<file path="config.mk">
export PLATFORM = sky130hd
export DESIGN_NAME = data_mem_bridge
export DESIGN_NICKNAME = d
export VERILOG_FILES = /design/src/rtl/data_mem_bridge.sv
export SDC_FILE = /design/constraint.sdc
export NUM_CORES = 1
export LEC_CHECK = 0
export CAP_MARGIN = 20
export CELL_PAD_IN_SITES_DETAIL_PLACEMENT = 1
export CELL_PAD_IN_SITES_GLOBAL_PLACEMENT = 1
export CORE_ASPECT_RATIO = 0.75
export CORE_MARGIN = 1
export CORE_UTILIZATION = 45
export DETAILED_ROUTE_END_ITERATION = 16
export PLACE_DENSITY = 0.89
export SETUP_SLACK_MARGIN = 0.2
export SLEW_MARGIN = 10
export SYNTH_ARGS = -nofsm -noshare
export SYNTH_HDL_FRONTEND = slang
export SYNTH_SLANG_ARGS = --single-unit
</file>
<file path="constraint.sdc">
create_clock -name clk -period 3.8 [get_ports clk]
set_input_delay 0.76 -clock clk [delete_from_list [all_inputs] [get_ports clk]]
set_output_delay 0.76 -clock clk [all_outputs]
set_load 0.005 [all_outputs]
</file>
<file path="src/rtl/data_mem_bridge.sv">
// Bridges the core's single-cycle data-memory port to a req/ack bus.
// Stores are posted into a small FIFO; loads wait for it to drain first.
module data_mem_bridge #(
  parameter int          WB_DEPTH       = 4,
  parameter int          TIMEOUT_CYCLES = 255,
  parameter logic [31:0] ERR_DATA       = 32'hDEADBEEF
) (
  input  logic                      clk,
  input  logic                      reset,
  input  logic                      mem_rd,
  input  logic                      mem_wr,
  input  logic [31:0]               ram_addr,
  input  logic [31:0]               data_mem_in,
  output logic [31:0]               data_mem_out,
  output logic                      stall,
  output logic                      bus_req,
  output logic                      bus_we,
  output logic [31:0]               bus_addr,
  output logic [31:0]               bus_wdata,
  input  logic [31:0]               bus_rdata,
  input  logic                      bus_ack,
  output logic [$clog2(WB_DEPTH):0] wb_count,
  output logic                      bus_err
);

  localparam int            AW   = $clog2(WB_DEPTH);
  localparam logic [AW:0]   FULL = (AW+1)'(WB_DEPTH);
  localparam logic [15:0]   TLIM = 16'(TIMEOUT_CYCLES - 1);

  typedef enum logic [1:0] {IDLE, BUS_WR, BUS_RD, RD_DONE} state_t;

  state_t        state, next_state;
  logic [31:0]   wb_addr [WB_DEPTH];
  logic [31:0]   wb_data [WB_DEPTH];
  logic [AW-1:0] head, tail, next_head;
  logic [AW:0]   count_after;
  logic [15:0]   tcnt;
  logic          rd_req, push, pop, done, timeout_hit;
  logic          req_d, we_d;
  logic [31:0]   addr_d, wdata_d;

  assign rd_req      = mem_rd && !mem_wr;
  assign push        = mem_wr && (wb_count != FULL);
  assign timeout_hit = bus_req && !bus_ack && (tcnt == TLIM);
  assign done        = bus_req && (bus_ack || timeout_hit);
  assign pop         = (state == BUS_WR) && done;
  assign count_after = wb_count - (AW+1)'(pop);
  assign next_head   = pop ? head + AW'(1) : head;

  always_ff @(posedge clk) begin
    if (reset) state <= IDLE;
    else       state <= next_state;
  end

  always_comb begin
    next_state = state;
    case (state)
      IDLE: begin
        if (wb_count != '0) next_state = BUS_WR;
        else if (rd_req)    next_state = BUS_RD;
      end
      BUS_WR: begin
        if (done) begin
          if (count_after != '0) next_state = BUS_WR;
          else if (rd_req)       next_state = BUS_RD;
          else                   next_state = IDLE;
        end
      end
      BUS_RD:  if (done) next_state = RD_DONE;
      RD_DONE: next_state = IDLE;
      default: next_state = IDLE;
    endcase
  end

  // Next values of the registered bus outputs; a read latches the address once on entry.
  always_comb begin
    req_d   = (next_state == BUS_WR) || (next_state == BUS_RD);
    we_d    = (next_state == BUS_WR);
    addr_d  = bus_addr;
    wdata_d = bus_wdata;
    if (next_state == BUS_WR) begin
      addr_d  = wb_addr[next_head];
      wdata_d = wb_data[next_head];
    end else if (next_state == BUS_RD && state != BUS_RD) begin
      addr_d  = ram_addr;
    end
    stall = (mem_wr && wb_count == FULL) || (rd_req && state != RD_DONE);
  end

  always_ff @(posedge clk) begin
    if (push) begin
      wb_addr[tail] <= ram_addr;
      wb_data[tail] <= data_mem_in;
    end
  end

  always_ff @(posedge clk) begin
    if (reset) begin
      head         <= '0;
      tail         <= '0;
      wb_count     <= '0;
      bus_req      <= 1'b0;
      bus_we       <= 1'b0;
      bus_addr     <= '0;
      bus_wdata    <= '0;
      data_mem_out <= '0;
      bus_err      <= 1'b0;
      tcnt         <= '0;
    end else begin
      if (push) tail <= tail + AW'(1);
      head      <= next_head;
      wb_count  <= wb_count + (AW+1)'(push) - (AW+1)'(pop);
      bus_req   <= req_d;
      bus_we    <= we_d;
      bus_addr  <= addr_d;
      bus_wdata <= wdata_d;
      if (done)         tcnt <= '0;
      else if (bus_req) tcnt <= tcnt + 16'd1;
      // A timed-out read still completes towards the core, with poisoned data.
      if (state == BUS_RD && done)
        data_mem_out <= bus_ack ? bus_rdata : ERR_DATA;
      if (timeout_hit) bus_err <= 1'b1;
    end
  end

endmodule

</file>
==> run notes <==
The fraction of the mapped netlist area in simple logic gates works out to 12.91%. Of all cell types, the one taking the most synthesized area is sky130_fd_sc_hd__edfxtp_1. Per the TritonCTS log, the buffer count is 39. The worst path needs 3.365 ns of the cycle, external delays included.

The flow inserted 465 tap cells. Looking at the worst setup and hold paths, the clock pins of their registers show a slew of 0.06 ns. Global routing used 26.25% of the available tracks across all layers. In the final routed layout, each cell accounts on average for 24.79 um.

Counting tap cells, the placed design contains a total of 1903 instances. In this run, the number of DRC markers left after iteration 0 of detailed routing was 950. In this run, synthesis inferred 256 flip-flops with an integrated enable.

The final layout report lists a non-clock inverter count of 33. The most common cell in the netlist was sky130_fd_sc_hd__edfxtp_1. With the buffer count excluding the clock tree in the final layout at 244, the number of nets in the final layout is 1591. The synthesized netlist has a Yosys-reported chip area of 16400 sq um. The fill cell total of the finished layout was 3537.

After detailed placement, the total cell area comes to 19140 sq um. The tightest hold path in the finished design has a slack of 0.4585 ns. The sum of net half-perimeters after detailed placement was 30070 um. The fraction of area in multi-input gates came out at 27.85%. The number of nets in the synthesized netlist is 1407, and the growth of design area from synthesis to finish is 24.33%.

Once detail routing completed, the nets flagged for antenna violations numbered 0. The completed layout was analyzed and its total power is 13880 uW. Checking hold timing, the worst path is listed with class register to register. Summing the areas of all xor and xnor instances in the mapped netlist gives 1.122% of the synthesized area.

The pin slew with the least headroom to its limit is 0.6275 ns, and the maximum clock frequency is 297.2 MHz. Routability-driven placement finished with a final weighted congestion of 0.7852. The area taken by multi-input combinational cells is reported as 5677 sq um. The number of antenna violations at the first check in global routing was 4. The multiplexer share of the synthesized area came out at 10.67%. The I/O pin count is 204, and the number of global-route vias before repair is 13030.

The run gives 16400 sq um for the cell area after synthesis. Checking max transition, the worst relative margin is 58.17%. For reference, the top cells by count after synthesis are sky130_fd_sc_hd__edfxtp_1 (256), sky130_fd_sc_hd__nand2_1 (210), sky130_fd_sc_hd__nor2_1 (132). Setup repair after global routing left no endpoint under its margin. The global-route wire length before repair is 75260 um. The run finished with clean final reports.

The yosys cell count is 1296, and the stage-log warning count is 31. Clock tree synthesis selected as its root buffer the cell sky130_fd_sc_hd__clkbuf_16. The H-tree generated during clock tree synthesis spans 2 levels. STA classifies the critical path endpoint as a register.

Per the synthesis report, the AND-OR/OR-AND share of the synthesized area is 8.852%. The pin count of the biggest net entering global routing is 91, and the mean instance size in the synthesized netlist is 12.65 sq um. The post-synthesis adder-cell area fraction was 0.8089%; the relative area of clock buffers and inverters in the final design was 5.960%.

The run gives 680.8 nW/um^2 for the power density over cell area. The leakage power figure was 0.007325 uW. According to the report, the first pass of detailed routing completed in 5 iterations.

Per the synth stats, the flop cell with the highest instance count is sky130_fd_sc_hd__edfxtp_1. The cell kind with the greatest summed area was flip-flops and latches. The synthesis run identifies the leading combinational cell family as simple AND/OR/NAND/NOR gates.

Post-CTS repair ended up resizing 0 cells. Dividing the detail-routed via count by the number of cells gives 6.058. The proportion of register bits with asynchronous set or reset after synthesis is 0%, and the summed negative setup slack over all endpoints is 0 ns.

The worst VDD IR drop from the latest analysis is 375.4 uV. The horizontal extent of the die was 222.4 um. Hold repair after CTS inserted 0 buffers. The run gives 3.76 ns for the arrival time of the worst setup path.

In this run, synthesis produced a sequential element count of 380. In this run the vertical extent of the chip is 167.3 um. Endpoints with negative setup slack in the final report add up to 0. Summing all flip-flop and latch instances after layout gives 10170 sq um. Multi-input combinational cell count: 782.

The run gives 0 as the final number of hold-violating endpoints. The maximum fanout encountered on the critical timing path is 14. The tools report the launching element type of the critical path as a register. The logs give 62.02% for the sequential-to-total area share from yosys stat and 3 for the clock tree buffer depth. The clock sink count is 380, and the chip footprint is 37210 sq um. The register fraction of the total cell area is 49.90%, and the tally of unique sky130hd cells used after synthesis is 47.

The main area contributors are sky130_fd_sc_hd__edfxtp_1 (47%), sky130_fd_sc_hd__dfxtp_1 (15%), sky130_fd_sc_hd__mux4_2 (8.7%). The number of warning messages in the yosys log is 0. The area fraction of the dominant cell type after synthesis came out at 46.88%. The run gives 12.79% for the share of final layout cell area taken by non-clock buffers. The run gives 3 for the antenna cell count. The final cell count without fillers was 1977. With the core utilization at floorplan at 45.69%, the number of pins exceeding their max-slew limit in the final report is 0. The period utilization works out to 88.55%.

Per the detail_route report, the via count comes to 11980. The detailed router reported a total wirelength of 49020 um. Once the clock tree was built, the setup fixing pass inserted 0 buffers.

TritonCTS built the clock tree. The worst setup path category was register to register. In this run the maximum-capacitance check reported violations numbering 0. The run gives 0 as the final global-route overflow total. The run gives 203 for the count of port buffers added during placement. The script parses the final routing iteration and logs DRC violations as 0. The ratio of cells with drive above 1 in the final layout is 11.46%. Count of mapped cells out of synthesis: 1296.

The OpenROAD report gives the critical path a required time of 4.20 ns.
==> critical path: stages (launching register included) <==
cell and delay (ns):
sky130_fd_sc_hd__dfxtp_1 0.38, sky130_fd_sc_hd__nor4_1 0.50, sky130_fd_sc_hd__and4_1 0.31, sky130_fd_sc_hd__a21o_1 0.21, sky130_fd_sc_hd__nand2_1 0.10, sky130_fd_sc_hd__o32a_1 0.40
sky130_fd_sc_hd__ha_2 0.29, sky130_fd_sc_hd__nand2_1 0.19, sky130_fd_sc_hd__nor2_2 0.07, sky130_fd_sc_hd__buf_4 0.21, sky130_fd_sc_hd__a32o_1 0.27, sky130_fd_sc_hd__nor4_1 0.31
==> metrics by stage <==
step | util (%) | worst slack (ns)
floorplan | - | 0.4339
global placement | 53.33 | 0.2289
detailed placement | 53.33 | 0.01763
CTS | 56.71 | 0.3921
global route | 56.80 | 0.3021
finish | 56.81 | 0.4352
==> metal layers <==
layer / wire length, um / GRT usage [%]
met2: 24680 / 45.48
met3: 3219 / 5.352
met1: 19780 / 32.32
met4: 1326 / 10.28
met5: 13 / 0
==> placed cells by master, fill, tap and decap left out, types with 6 or more instances in the layout <==
cell                              instances
sky130_fd_sc_hd__clkinv_2                 6
sky130_fd_sc_hd__nor4_1                  32
sky130_fd_sc_hd__nand3_1                 45
sky130_fd_sc_hd__ha_1                     8
sky130_fd_sc_hd__o211a_1                 33
sky130_fd_sc_hd__a32o_1                  31
sky130_fd_sc_hd__mux4_2                  63
sky130_fd_sc_hd__xnor2_1                 11
sky130_fd_sc_hd__or3_1                   31
sky130_fd_sc_hd__o21ai_0                 31
sky130_fd_sc_hd__a311oi_1                56
sky130_fd_sc_hd__xor2_1                  10
sky130_fd_sc_hd__clkbuf_1                11
sky130_fd_sc_hd__a21oi_1                 10
sky130_fd_sc_hd__buf_12                  20
sky130_fd_sc_hd__nor2_1                 128
sky130_fd_sc_hd__clkdlybuf4s50_1        202
sky130_fd_sc_hd__mux2i_1                 33
sky130_fd_sc_hd__nand2_1                210
sky130_fd_sc_hd__dfxtp_1                123
sky130_fd_sc_hd__edfxtp_1               256
sky130_fd_sc_hd__clkinv_1                 6
sky130_fd_sc_hd__clkbuf_16               40
sky130_fd_sc_hd__nand4_1                  6
sky130_fd_sc_hd__buf_4                   21
sky130_fd_sc_hd__inv_1                   33
==> where the power goes <==
part	switching [uW]	total, uW	internal [uW]
clock network	1590	3700	2110
registers	392	5490	5100
logic	2640	4690	2040
==> sequential cells by signal, indices dropped and copies added (netlist names) <==
name	cells
bus_addr	32
bus_err	1
bus_req	1
bus_wdata	32
bus_we	1
data_mem_out	32
head	2
state	2
tail	2
tcnt	16
wb_addr	128
wb_count	3
wb_data	128
==> worst paths after layout <==
check / depth (start not counted) / end / from / slack (ns)
hold reg to reg: 2 / data_mem_out[17] / data_mem_out[17] / 0.46
hold / removal: 2 / data_mem_out[17] / data_mem_out[17] / 0.46
setup / recovery: 11 / bus_addr[10] / tcnt[8] / 0.44
setup reg to reg: 11 / bus_addr[10] / tcnt[8] / 0.44
**PDN straps and rails**

The bar under the picture is 50 um long. Pins as bars on the die edge. Tap cells in grey.
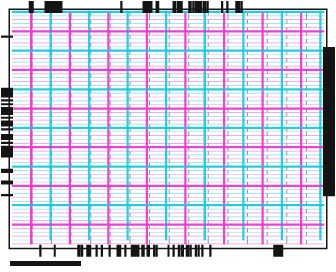
- cyan: VDD
- magenta: VSS
- met4 straps: 16
- signal pins: 204

**Cells coloured by class**

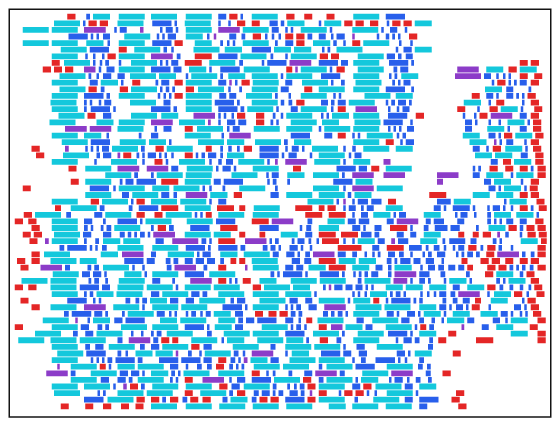
- purple: clock drivers and dummy loads (cells 70)
- red: other buffers and delay cells (cells 244)
- blue: all other logic (cells 815)
- cyan: flops (cells 380)
area of the core: 35880 sq um
standard-cell row count: 60
Final Instance Area: 20390 sq um

**Routed clock nets over the placement**

The bar under the picture is 50 um long.
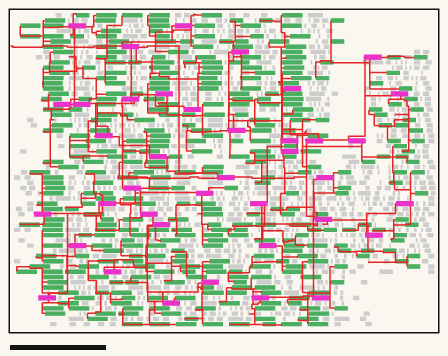
- magenta: cells driving clock nets (count 39)
- red: clock wires (length 4620 um)
- green: flip-flops (count 380)
- routed clock nets: 40
- flops lie: widely spread
Worst Skew: 0.02784 ns
part of the total power dissipated in the clock network: 26.7%

**Metal layers overlaid**

The bar under the picture is 50 um long. Two of the layers only.
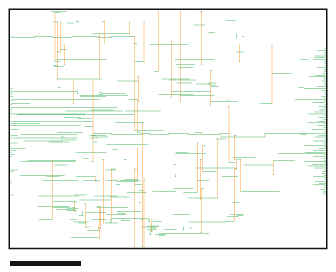
- orange: met4 (wire length 1330 um)
- green: met3 (wire length 3220 um)

**Clock nets**

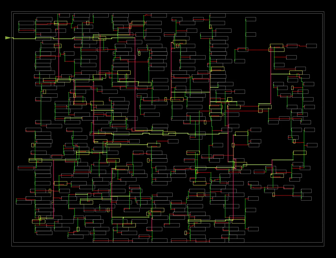
clk latency late pin: 0.55 ns
count of sequential standard cells: 380
CLK BUF: 53

Power figures rest on the tool's default switching activity, not on a simulated workload.
